Fig. 1: run 1, register map, names as in the netlist
Drawn at 8 px/um. Other sequential cells in the stronger gray, the rest of the logic in the fainter gray.
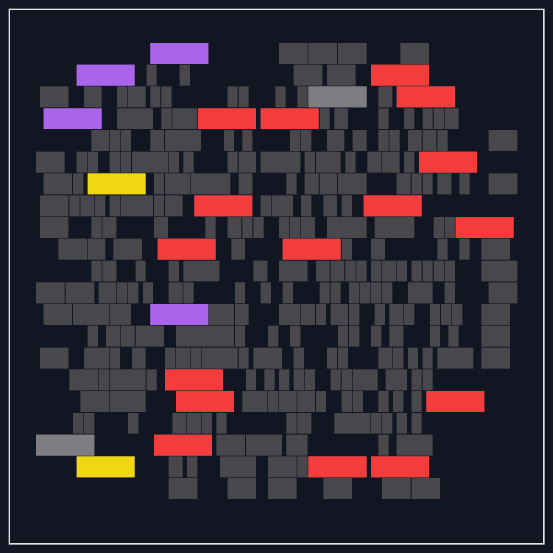
Fig. 2: run 1, logic cells by family
Drawn at 8 px/um.
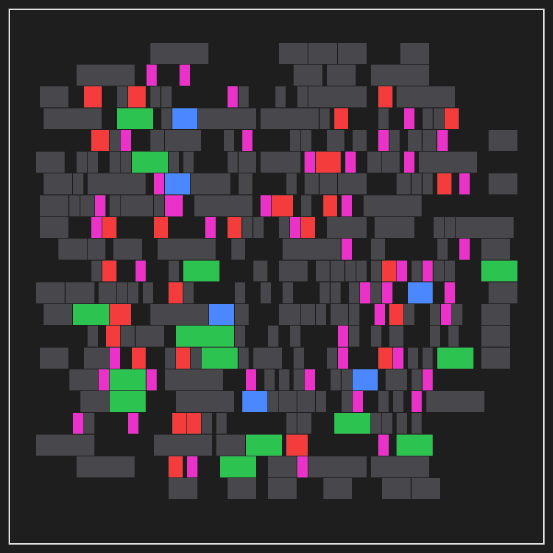
Fig. 3: run 1, routing congestion map
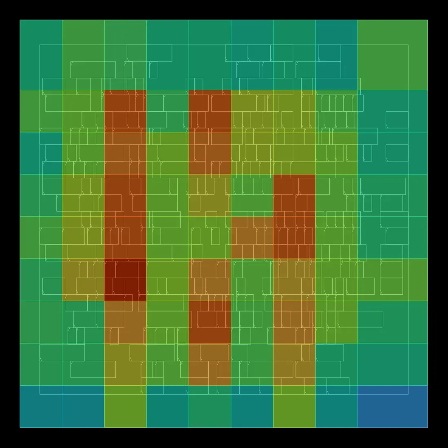
Fig. 4: run 1, signal wires on met2
Drawn at 4 px/um. Cells faint in the background.
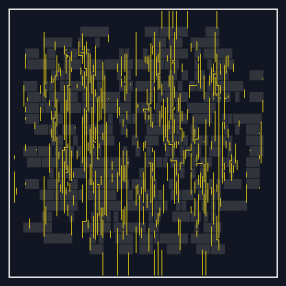
==> config.mk <==
export PLATFORM = sky130hd
export DESIGN_NAME = mac_accumulator_4_bits_flat
export DESIGN_NICKNAME = d
export VERILOG_FILES = /design/src/rtl/mac_accumulator_4_bits_pkg.sv /design/src/rtl/mac_accumulator_4_bits_if.sv /design/src/rtl/mac_accumulator_4_bits.sv /design/src/flat_wrapper.sv
export SDC_FILE = /design/constraint.sdc
export NUM_CORES = 1
export LEC_CHECK = 0
export ABC_AREA = 1
export CAP_MARGIN = 10
export CORE_MARGIN = 3
export CORE_UTILIZATION = 45
export CTS_CLUSTER_SIZE = 20
export DETAILED_ROUTE_END_ITERATION = 10
export PLACE_DENSITY = 0.73
export SLEW_MARGIN = 20
export SYNTH_ARGS = -nofsm -noshare
export SYNTH_HDL_FRONTEND = slang
export SYNTH_SLANG_ARGS = --single-unit
==> constraint.sdc <==
create_clock -name clk -period 2.8 [get_ports clk]
set_input_delay 0.56 -clock clk [delete_from_list [all_inputs] [get_ports clk]]
set_output_delay 0.56 -clock clk [all_outputs]
set_load 0.01 [all_outputs]
==> reports/qor.txt <==
Run status - completed
CTS tree - built
Synth Area in Adders - 11.0%
Nets - 319
Placed cell area - 2030 um2
Hpwl dp - 2.69 mm
P_int - 552 uW
Layout area overhead - 26.3%
Number of port buffers - 35
CP Data Arrival Time - 2350 ps
Layout cells sized above 1 - 5.92%
Die x size - 66.6 um
Fin area - 2090 um2
Tool Warnings - 29
Syn Nets - 282
Hold-fix buffers at CTS - 0
Largest register FFs - 16
MaxCap Viol Count - 0
Post-Syn Area per Cell - 6.59 um2
DIE AREA - 4440 um2
Actual slew at the worst max-slew pin - 254 ps
CTS buffer count - 3
Cell variety after synth - 33
Worst setup margin - 674 ps
First-pass GRT wire length - 5.94 mm
Mapped Area - 1650 um2
H-Tree Level Count - 1
Core area - 3440 um2
Clock Latency Late Sink - 260 ps
Main logic family - simple AND/OR/NAND/NOR gates
Yosys stat cell total - 251
Hold Path Class - register to register
Vias in the first global route - 1,445
Clock power share - 31.1%
Sw Share - 27.4%
Net load switching power - 208 uW
Count of state elements after synthesis - 24
RSZ-0062 raised after global routing - no
Top cells excl fill/tap - nand2_1 (72), inv_1 (44), clkdlybuf4s50_1 (35)
Sequential Power Share - 47.6%
Post-synth seq share - 29.0%
Fin. Hold Viols - 0
Initial antenna violation count - 0
Clk pwr - 237 uW
Simple-Gate Area Share - 34.9%
Final setup fails - 0
Comb group - 162 uW
Slew HR - 82.9%
Cell depth of the worst flop-to-flop path - 11
Starting DRC count in detailed routing - 90
XOR/XNOR Fraction of Synth Area - 3.18%
Cts repair resizes - 0
Crit path launch type - input pin
Gate Count Post-Synth - 251
Antenna fix cells - 0
GP Congestion - 0.815
Tcrit/Tclk final - 75.9%
Residual DRC - 0
FP Core Util - 48.1%
Max Root-Sink Buffers - 2
Pins over their slew limit - 0
FP Rows - 21
CP endpoint kind - register
Post-CTS Setup Repair Bufs - 0
Yosys Warn Count - 0
Largest net degree at the start of global routing - 26
Critical path fanouts, max - 4
Gr ovfl total - 0
Yosys Chip Area - 1650 um2
Root buffer cell - clkbuf_8
First-pass DRT Iterations - 4
Comb power frac - 21.3%
Synth mux share - 0%
R2R setup slack - 1040 ps
Total negative setup slack - 0 ps
Pwr per Cell Area - 364 nW/um2
Logic cell area - 971 um2
Largest power group - registers
Worst Path Class, Setup - input pin to register
Critical Path RT - 3020 ps
Worst-path clk slew - 80 ps
Clock sinks - 24
Post-Place Setup Slack - 395 ps
Final min period - 2130 ps
Fillers - 349
VDD IR max - 0.278 mV
Power Total - 760 uW
Most crowded layer after global routing - met2
Max Fclk - 470 MHz
Antenna viol nets, final - 0
Vias per cell - 4.68
LEAKAGE - 0.952 nW
Die Ht - 66.6 um
Hold Crit Depth - 2
Clk_skew - 0.861 ps
Yosys aoi share - 9.61%
Back to the opening pictures, Fig. 1:
[`u_core.cnt_q`] purple | sequential cells: 4 | where: upper left
[`u_core.bus.acc_out`] red | sequential cells: 16
[`u_core.state_q`] yellow | sequential cells: 2
register area: 480 um2
fin util: 60.7%
Seq. pwr: 361 uW
sequential share of cell area: 23.0%

Back to the opening pictures, Fig. 2:
[adder and majority cells] green | cells: 14 | most used: ha_1
[inverters] magenta | cells: 46 | most used: inv_1
[XOR/XNOR gates] blue | cells: 6
[inverting AOI/OAI gates] red | cells: 27 | most used: a21oi_1
logic share of the area: 46.5%
Commonest Layout Cell: nand2_1
Cell Count, Final, Fillers Out: 333

Back to the opening pictures, Fig. 3:
GR Layer Usage met3: 4.38%
Routed wire per std cell: 10.1 um
All-Layer GR Usage: 16.8%
routing usage on met1: 19.9%
met2 Usage GRT: 30.4%

Back to the opening pictures, Fig. 4:
main direction: vertical
nets with wire on the layer: 239
wire length on this layer: 1,600 um
share of all routed wire: 48%
longest straight run: 38.1 um
WL final: 3.35 mm
Via Count: 1,560

## run 1: per-layer routing
metal | routed length, um | part of all wire [%] | vias up
met3 | 169 | 5.0 | 2
met2 | 1600 | 48 | 36
met1 | 1570 | 47 | 668
met4 | 10 | 0.30 | 0
met5 | 0 | 0 | -
li1 | - | - | 854
## run 1: cells in the mapped netlist, drive strengths merged
cell type / n / share of area [%]
nand3: 18 / 6.1
inv: 46 / 11
or2: 2 / 0.76
nor3: 4 / 1.5
buf: 3 / 1.7
o211ai: 1 / 0.45
o21ai: 6 / 2.0
dfxtp: 24 / 29
ha: 13 / 9.8
xnor2: 3 / 1.6
fa: 1 / 1.2
nand3b: 2 / 0.91
o21bai: 2 / 0.91
and2: 1 / 0.38
a31oi: 3 / 1.1
a21oi: 15 / 4.5
nand2: 75 / 17
o21a: 1 / 0.53
nor2: 25 / 6.3
xor2: 3 / 1.6
nand4: 3 / 1.5
## run 1: critical path, cell delays in order
cell and delay [ps]:
clkdlybuf4s50_1 420, ha_1 230, fa_1 410, nand2_1 90, nand2_1 80, nand3_1 100, nand2_2 90, nand3_1 110
nand2_1 70, o21ai_0 80, nand2_1 60, inv_1 40
## run 1: kinds of logic (layout without fill, tap and decap cells)
group,Yosys count,in the layout
compound gates,28,28
buf+inv,49,85
simple gates,130,130
fa+ha+maj,14,14
flops,24,24
xor+xnor,6,6
## run 1: area by class of cell
type	instances	area share [%]
Clock buffer	4	2.63
Inverter	46	8.38
Timing Repair Buffer	35	16.8
Multi-Input combinational cell	178	46.5
Sequential cell	24	23.0
Tap cell	46	2.75
## run 1: stage by stage
stage / instances / hold WS, ps
final: 333 / 479
after global routing: 333 / 495
after CTS: 333 / 484
after detailed placement: 329 / 463
after global placement: 329 / 461
after floorplan: 251 / 442
Power is estimated from default activity; no workload was simulated.
